Run 1, layout detail:
Window x 22 to 47, y 93 to 118 µm. Cells in gray, sequential cells in the stronger gray; small squares are vias.
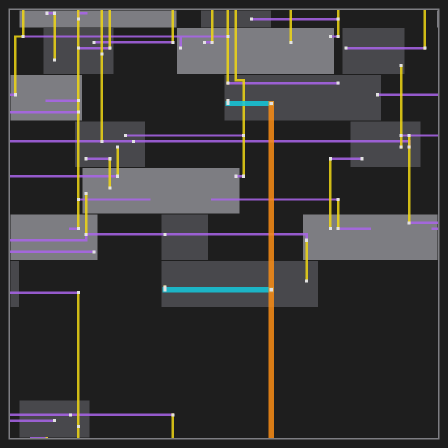
Run 1, congestion heat map:
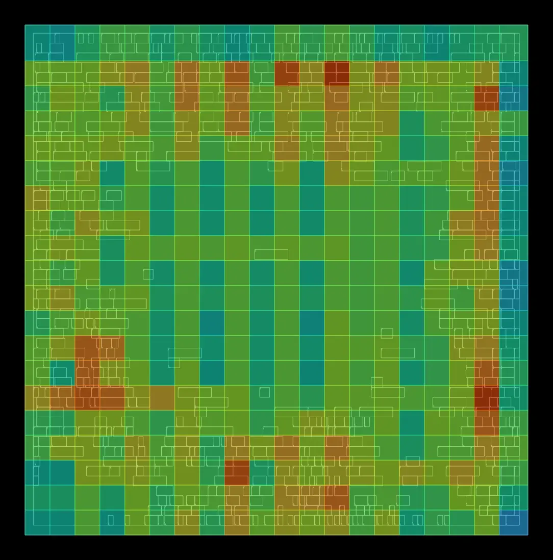
Run 1, cell sizes after repair:
Drawn at 3 px/µm.
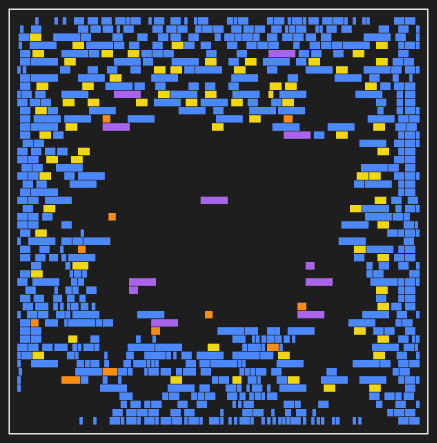
### config.mk
export PLATFORM = sky130hd
export DESIGN_NAME = per2axi_req_channel
export DESIGN_NICKNAME = d
export VERILOG_FILES = /design/src/rtl/per2axi_req_channel.sv
export SDC_FILE = /design/constraint.sdc
export NUM_CORES = 1
export LEC_CHECK = 0
export ABC_AREA = 0
export CAP_MARGIN = 10
export CORE_AREA = 2 2 137 139
export DETAILED_ROUTE_END_ITERATION = 10
export DIE_AREA = 0 0 139 141
export PLACE_DENSITY = 0.65
export SYNTH_ARGS = -nofsm -noshare
export SYNTH_HDL_FRONTEND = slang
export SYNTH_SLANG_ARGS = --single-unit
### constraint.sdc
create_clock -name clk_i -period 5.4 [get_ports clk_i]
set_clock_uncertainty 0.05 [all_clocks]
set_input_delay 1.08 -clock clk_i [delete_from_list [all_inputs] [get_ports clk_i]]
set_output_delay 1.08 -clock clk_i [all_outputs]
set_load 0.02 [all_outputs]
### src/rtl/per2axi_req_channel.sv
// per2axi_req_channel
// Request path of the peripheral-to-AXI bridge. Captures one peripheral
// request at a time, rebases the cluster-local address into the global map,
// and issues it as a single-beat AXI read (AR) or write (AW + W). The
// companion response channel is told about every issued transaction and
// reports completion back through trans_r_valid_i.
//
// state     | meaning
// ----------+------------------------------------------------------------
// IDLE      | no transaction held; a request is granted and captured
// AR_SEND   | read address presented on AR until the slave accepts it
// WR_SEND   | AW and W presented independently until both are accepted
// WAIT_RESP | transaction issued; waiting for the response channel
module per2axi_req_channel #(
    parameter int unsigned PER_ADDR_WIDTH = 32,
    parameter int unsigned PER_ID_WIDTH   = 5,
    parameter int unsigned AXI_ADDR_WIDTH = 32,
    parameter int unsigned AXI_DATA_WIDTH = 64,
    parameter int unsigned AXI_USER_WIDTH = 6,
    parameter int unsigned AXI_ID_WIDTH   = 6,
    parameter int unsigned AXI_STRB_WIDTH = AXI_DATA_WIDTH/8
) (
    input  logic                      clk_i,
    input  logic                      rst_ni,
    input  logic [5:0]                cluster_id_i,

    input  logic                      per_slave_req_i,
    input  logic [PER_ADDR_WIDTH-1:0] per_slave_add_i,
    input  logic                      per_slave_we_i,
    input  logic [31:0]               per_slave_wdata_i,
    input  logic [3:0]                per_slave_be_i,
    input  logic [PER_ID_WIDTH-1:0]   per_slave_id_i,
    output logic                      per_slave_gnt_o,

    output logic                      axi_master_ar_valid_o,
    output logic [AXI_ADDR_WIDTH-1:0] axi_master_ar_addr_o,
    output logic [2:0]                axi_master_ar_prot_o,
    output logic [3:0]                axi_master_ar_region_o,
    output logic [7:0]                axi_master_ar_len_o,
    output logic [2:0]                axi_master_ar_size_o,
    output logic [1:0]                axi_master_ar_burst_o,
    output logic                      axi_master_ar_lock_o,
    output logic [3:0]                axi_master_ar_cache_o,
    output logic [3:0]                axi_master_ar_qos_o,
    output logic [AXI_ID_WIDTH-1:0]   axi_master_ar_id_o,
    output logic [AXI_USER_WIDTH-1:0] axi_master_ar_user_o,
    input  logic                      axi_master_ar_ready_i,

    output logic                      axi_master_aw_valid_o,
    output logic [AXI_ADDR_WIDTH-1:0] axi_master_aw_addr_o,
    output logic [2:0]                axi_master_aw_prot_o,
    output logic [3:0]                axi_master_aw_region_o,
    output logic [7:0]                axi_master_aw_len_o,
    output logic [2:0]                axi_master_aw_size_o,
    output logic [1:0]                axi_master_aw_burst_o,
    output logic                      axi_master_aw_lock_o,
    output logic [3:0]                axi_master_aw_cache_o,
    output logic [3:0]                axi_master_aw_qos_o,
    output logic [AXI_ID_WIDTH-1:0]   axi_master_aw_id_o,
    output logic [AXI_USER_WIDTH-1:0] axi_master_aw_user_o,
    input  logic                      axi_master_aw_ready_i,

    output logic                      axi_master_w_valid_o,
    output logic [AXI_DATA_WIDTH-1:0] axi_master_w_data_o,
    output logic [AXI_STRB_WIDTH-1:0] axi_master_w_strb_o,
    output logic [AXI_USER_WIDTH-1:0] axi_master_w_user_o,
    output logic                      axi_master_w_last_o,
    input  logic                      axi_master_w_ready_i,

    output logic                      trans_req_o,
    output logic                      trans_we_o,
    output logic [PER_ID_WIDTH-1:0]   trans_id_o,
    output logic [AXI_ADDR_WIDTH-1:0] trans_add_o,
    input  logic                      trans_r_valid_i,

    output logic                      busy_o
);

    // Each cluster owns a 4 MiB window of the global address map.
    localparam logic [AXI_ADDR_WIDTH-1:0] CLUSTER_STRIDE = AXI_ADDR_WIDTH'(32'h0040_0000);

    typedef enum logic [1:0] {
        IDLE,
        AR_SEND,
        WR_SEND,
        WAIT_RESP
    } state_t;

    state_t                    r_state;
    logic [AXI_ADDR_WIDTH-1:0] r_buf_addr;
    logic                      r_buf_we;
    logic [31:0]               r_buf_wdata;
    logic [3:0]                r_buf_be;
    logic [PER_ID_WIDTH-1:0]   r_buf_id;
    logic                      r_aw_done;
    logic                      r_w_done;

    logic [AXI_ADDR_WIDTH-1:0] w_glob_addr;
    logic                      w_ar_hs;
    logic                      w_aw_hs;
    logic                      w_w_hs;
    logic                      w_aw_all;
    logic                      w_w_all;
    logic                      w_issue;

    // Global address wraps modulo the AXI address space.
    assign w_glob_addr = AXI_ADDR_WIDTH'(per_slave_add_i)
                       + AXI_ADDR_WIDTH'(cluster_id_i) * CLUSTER_STRIDE;

    assign per_slave_gnt_o = per_slave_req_i & (r_state == IDLE);
    assign busy_o          = (r_state != IDLE);

    // Valids decode straight from registered state, so reset drops them at once.
    assign axi_master_ar_valid_o = (r_state == AR_SEND);
    assign axi_master_aw_valid_o = (r_state == WR_SEND) & ~r_aw_done;
    assign axi_master_w_valid_o  = (r_state == WR_SEND) & ~r_w_done;

    assign w_ar_hs  = axi_master_ar_valid_o & axi_master_ar_ready_i;
    assign w_aw_hs  = axi_master_aw_valid_o & axi_master_aw_ready_i;
    assign w_w_hs   = axi_master_w_valid_o  & axi_master_w_ready_i;
    assign w_aw_all = r_aw_done | w_aw_hs;
    assign w_w_all  = r_w_done  | w_w_hs;
    assign w_issue  = w_ar_hs | ((r_state == WR_SEND) & w_aw_all & w_w_all);

    assign trans_req_o = w_issue;
    assign trans_we_o  = w_issue & r_buf_we;
    assign trans_id_o  = w_issue ? r_buf_id   : '0;
    assign trans_add_o = w_issue ? r_buf_addr : '0;

    // Payload comes only from the capture buffer, so it holds until handshake.
    assign axi_master_ar_addr_o = r_buf_addr;
    assign axi_master_ar_id_o   = AXI_ID_WIDTH'(r_buf_id);
    assign axi_master_aw_addr_o = r_buf_addr;
    assign axi_master_aw_id_o   = AXI_ID_WIDTH'(r_buf_id);
    assign axi_master_w_data_o  = {(AXI_DATA_WIDTH/32){r_buf_wdata}};
    assign axi_master_w_strb_o  = AXI_STRB_WIDTH'({4'b0000, r_buf_be}) << {r_buf_addr[2], 2'b00};
    assign axi_master_w_user_o  = '0;
    assign axi_master_w_last_o  = 1'b1;

    // Single-beat, 32-bit, INCR, unprivileged, non-cacheable accesses.
    assign axi_master_ar_prot_o   = 3'b000;
    assign axi_master_ar_region_o = 4'h0;
    assign axi_master_ar_len_o    = 8'h00;
    assign axi_master_ar_size_o   = 3'b010;
    assign axi_master_ar_burst_o  = 2'b01;
    assign axi_master_ar_lock_o   = 1'b0;
    assign axi_master_ar_cache_o  = 4'h0;
    assign axi_master_ar_qos_o    = 4'h0;
    assign axi_master_ar_user_o   = '0;
    assign axi_master_aw_prot_o   = 3'b000;
    assign axi_master_aw_region_o = 4'h0;
    assign axi_master_aw_len_o    = 8'h00;
    assign axi_master_aw_size_o   = 3'b010;
    assign axi_master_aw_burst_o  = 2'b01;
    assign axi_master_aw_lock_o   = 1'b0;
    assign axi_master_aw_cache_o  = 4'h0;
    assign axi_master_aw_qos_o    = 4'h0;
    assign axi_master_aw_user_o   = '0;

    // Request sequencing: capture, issue on AR or AW+W, wait for completion.
    always_ff @(posedge clk_i or negedge rst_ni) begin
        if (!rst_ni) begin
            r_state     <= IDLE;
            r_buf_addr  <= '0;
            r_buf_we    <= 1'b0;
            r_buf_wdata <= '0;
            r_buf_be    <= '0;
            r_buf_id    <= '0;
            r_aw_done   <= 1'b0;
            r_w_done    <= 1'b0;
        end else begin
            case (r_state)
                IDLE: begin
                    if (per_slave_req_i) begin
                        r_buf_addr  <= w_glob_addr;
                        r_buf_we    <= per_slave_we_i;
                        r_buf_wdata <= per_slave_wdata_i;
                        r_buf_be    <= per_slave_be_i;
                        r_buf_id    <= per_slave_id_i;
                        r_aw_done   <= 1'b0;
                        r_w_done    <= 1'b0;
                        r_state     <= per_slave_we_i ? AR_SEND : WR_SEND;
                    end
                end
                AR_SEND: begin
                    if (axi_master_ar_ready_i) begin
                        r_state <= WAIT_RESP;
                    end
                end
                WR_SEND: begin
                    if (w_aw_hs) begin
                        r_aw_done <= 1'b1;
                    end
                    if (w_w_hs) begin
                        r_w_done <= 1'b1;
                    end
                    if (w_aw_all && w_w_all) begin
                        r_state <= WAIT_RESP;
                    end
                end
                WAIT_RESP: begin
                    if (trans_r_valid_i) begin
                        r_state <= IDLE;
                    end
                end
                default: r_state <= IDLE;
            endcase
        end
    end

endmodule

==> out/results.tsv, run 1 <==
metric	value	unit
die-area	0.0196	mm²
warning_count	30	
io_pins	356	
clockBufferDepth	2	
vdd_drop_max	299	µV
vias_per_cell	3.94	
ys_cells	445	
dr_wl_met3	1070	µm
powerDensity	656	mW/mm²
max_stage_delay	600	ps
critical_path_required	4270	ps
endpoint_kind	output pin	
aoi_share	0.0526	
grt_pass1_vias	3329	
drv_cap	0	
drv_slew	0	
status	completed	
chipWidth	139	µm
ys_sh_mux	0.153	
hold_class	flop to flop	
cp_cell_sequence	clkdlybuf4s50_1 -> o22ai_1 -> o21ai_2 -> buf_4 -> and2_1 -> clkdlybuf4s50_1	
io_buffers	276	
critPathMaxFanout	27	
ys_sh_adder	0.0330	
antenna_found_initial	0	
synth_cell_type_count	42	
netlist_instances	445	
drive_above_1_share	0.139	
max_slew.worst_pin.slew	670	ps
critPathLaunchType	input port	
grt_overflow	0	
finalNonFillerCells	890	
crit_type	input port to output pin	
dr.max_layer_used	met4	
wl	12100	µm
About 'layout detail':
Key: yellow = M2; cyan = M3; purple = M1; orange = M4
Netlist names of flops here include `r_buf_wdata` (4). Sequential cells in the window: 4. 12 logic cells have their middle in the window. Most frequent: mux2_2 (4), dfrtp_1 (4), clkbuf_16 (2).

About 'congestion heat map':
global routing's busiest layer: met2
Post-Route Utilization: 0.397
met3 usage: 0.0357
met1 Use GR: 0.140
WL per Instance: 13.6 µm

About 'cell sizes after repair':
Key: blue = x1 and smaller [cells 565, share 86%, most used clkdlybuf4s50_1]; orange = x3 and x4 [cells 11, share 1.7%, most used buf_4]; purple = x6 and larger [cells 11, share 1.7%, most used clkbuf_16]; yellow = x2 [cells 69, share 11%, most used mux2_2]
Area Growth Syn to Fin: 51.9%
Non-clock buffers: 279
Final Cell Area: 0.00726 mm²
PnR worst setup slack: 1080 ps

[run 1: metrics by stage]
step	cell area, µm²	hold slack (ps)	setup slack, ps	total power [W]
after global routing	7260	501	885	0.00504
after floorplan	5070	421	2320	0.00304
after CTS	7260	477	986	0.00485
final	7260	470	1080	0.00476
after detailed placement	6980	463	991	0.00423
after global placement	6980	450	1090	0.00421
[run 1: flip-flops by register name, indices dropped and copies added, names as in the netlist]
name / flops
r_buf_wdata: 32
r_buf_be: 4
r_buf_id: 5
r_buf_we: 1
r_aw_done: 1
r_w_done: 1
r_state: 2
axi_master_ar_addr_o: 32
[run 1: final timing paths]
kind	start	to	slack, ps	cells after the start
setup reg to reg	r_state[0]	axi_master_ar_addr_o[30]	2950	7
hold reg to reg	r_buf_be[3]	r_buf_be[3]	470	1
max in group asynchronous	rst_ni	axi_master_ar_addr_o[21]	3670	2
setup / recovery	axi_master_aw_ready_i	trans_add_o[14]	1080	6
hold / removal	r_buf_be[3]	r_buf_be[3]	470	1
min in group asynchronous	rst_ni	r_buf_wdata[11]	610	1
[run 1: per-layer routing]
metal,GRT usage,vias to the layer above
li1,-,1641
met1,0.140,1656
met2,0.211,197
met3,0.0357,12
met4,0.0478,0
met5,0,-
[run 1: power breakdown]
part	switching [W]	internal, W
clock	0.000262	0.000316
sequential	0.000302	0.000886
combinational	0.00147	0.00153
[run 1: layout by cell type (no fill, tap or decap), drive strengths merged, types with 9 or more instances in the layout]
cell           count
clkbuf             9
nand2             13
ha                11
o21ai             14
and2              42
mux2              65
conb              79
clkdlybuf4s50    275
inv               14
dfrtp             78
[run 1: cell families after synthesis]
logic type	Yosys count
buffers and inverters	173
DFF	78
and+or+nand+nor	73
muxes	65
AOI/OAI and AO/OA	37
adders and majority gates	12
xor gates and xnor gates	5
other	2
[run 1: area by class of cell]
class / count / area share
Clock buffer: 9 / 0.0310
Inverter: 12 / 0.00621
Timing Repair Buffer: 279 / 0.383
Tap cell: 234 / 0.0403
Multi-Input combinational cell: 271 / 0.262
Clock inverter: 7 / 0.00776
Sequential cell: 78 / 0.269
--- run 2 (diff from run 1) ---
Clock period 5.4 ns to 4.1 ns, I/O delays scaled along.
Run 2, metal 1:
Drawn at 3 px/µm.
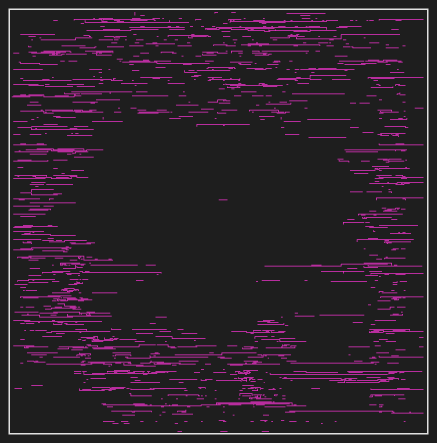
The longest straight run is 39.1 µm. The wires run mostly horizontal. The layer carries 4780 µm of wire. 574 nets have wire on it.
met1 Use GR: 0.139
DR vias: 3507

==> out/results.tsv, run 2 <==
metric	value	unit	change
fp.coreArea	0.0183	mm²	unchanged
drv_cap	0		unchanged
grt_overflow	0		unchanged
io_buffers	276		unchanged
synth_cell_type_count	42		unchanged
drv_slew	0		unchanged
ys_cells	445		unchanged
critical_path_required	3230	ps	was 4270 ps
die_h	141	µm	unchanged
syn2layout_area_growth	52.9	%	was 51.9%
endpoint_kind	output pin		unchanged
powerDensity	874	mW/mm²	was 656 mW/mm²
synthArstFlopShare	1.00		unchanged
max_slew.worst_pin.slew	816	ps	was 670 ps
ys_area	0.00478	mm²	unchanged
vdd_drop_max	407	µV	was 299 µV
status	completed		unchanged
vias_per_cell	3.94		about the same
antenna_found_initial	0		unchanged
critPathLaunchType	input port		unchanged
chipWidth	139	µm	unchanged
postSynthSeqShare	0.408		unchanged
wl	12000	µm	was 12100 µm
wl_per_cell	13.4	µm	was 13.6 µm
clockBufferDepth	2		unchanged
layout_top_cell	clkdlybuf4s50_1		unchanged
die-area	0.0196	mm²	unchanged
drtIter0Drc	35		was 64
synth-edff-count	0		unchanged
hold_viol_final	0		unchanged
netlist_instances	445		unchanged
pre_cts_slack	551	ps	was 991 ps
crit_type	input port to output pin		unchanged
grt_pass1_vias	3394		was 3329
rows	50		unchanged
drive_above_1_share	0.139		about the same
hold_class	flop to flop		unchanged
layout_top_cells	clkdlybuf4s50_1 (275), conb_1 (79), dfrtp_1 (78)		unchanged
fin_ws	562	ps	was 1080 ps
warning_count	30		unchanged
[run 2: cell types whose count changed in the layout (fill, tap and decap cells not counted), sizes merged]
cell / before / now
clkbuf: 9 / 10
buf: 4 / 5
clkinv: 4 / 1
bufinv: 0 / 2
[run 2: stage by stage]
stage	power, W	hold WS, ps	utilization	cells	cell area (µm²)
after floorplan	0.00400	421	-	522	5070
after global placement	0.00554	449	0.382	875	6980
after detailed placement	0.00557	453	0.382	875	6980
after CTS	0.00648	468	0.400	891	7310
after global routing	0.00674	481	0.400	891	7310
final	0.00638	462	0.400	891	7310
[run 2: worst max-delay path: stages]
cell             delay (ps)
clkdlybuf4s50_1         480
o22ai_1                 100
o21ai_2                 120
buf_4                   340
and2_1                  180
clkdlybuf4s50_1         600
[run 2: cell type report]
type	count	area [µm²]	area share
multi-input combinational	271	1900	0.261
clock buffer	10	229	0.0313
timing repair buffer	280	2790	0.382
sequential	78	1950	0.267
inverter	12	45.0	0.00617
clock inverter	6	92.6	0.0127
tap	234	293	0.0401
[run 2: power by group]
| group | internal [W] | switching (W) |
|---|---|---|
| logic | 0.00202 | 0.00193 |
| registers | 0.00117 | 0.000395 |
| clock network | 0.000539 | 0.000333 |
| total | 0.00372 | 0.00266 |
[run 2: worst paths after layout]
| check | start | end | slack (ps) | depth (start not counted) |
|---|---|---|---|---|
| setup / recovery | axi_master_aw_ready_i | trans_id_o[3] | 560 | 6 |
| setup reg to reg | r_state[0] | axi_master_ar_addr_o[30] | 1980 | 6 |
| min in group asynchronous | rst_ni | r_buf_wdata[11] | 510 | 1 |
| max in group asynchronous | rst_ni | r_buf_be[0] | 2750 | 2 |
| hold reg to reg | r_buf_we | r_buf_we | 460 | 1 |
| hold / removal | r_buf_we | r_buf_we | 460 | 1 |
[run 2: cell families after synthesis]
group / Yosys count / synth area share
adder cells (fa/ha/maj): 12 / 0.0330
AND/OR/NAND/NOR: 73 / 0.0875
other: 2 / 0.00157
buffers and inverters: 173 / 0.255
XOR/XNOR: 5 / 0.00917
multiplexers: 65 / 0.153
flip-flops: 78 / 0.408
AND-OR/OR-AND: 37 / 0.0526
[run 2: routing by layer]
metal,routed length (µm),global-route usage,share of wire,up-vias
met4,228,0.0500,0.019,0
met1,4780,0.139,0.40,1639
li1,-,-,-,1647
met3,915,0.0299,0.077,18
met5,0,0,0,-
met2,6040,0.206,0.50,203
Power is estimated from default activity; no workload was simulated.
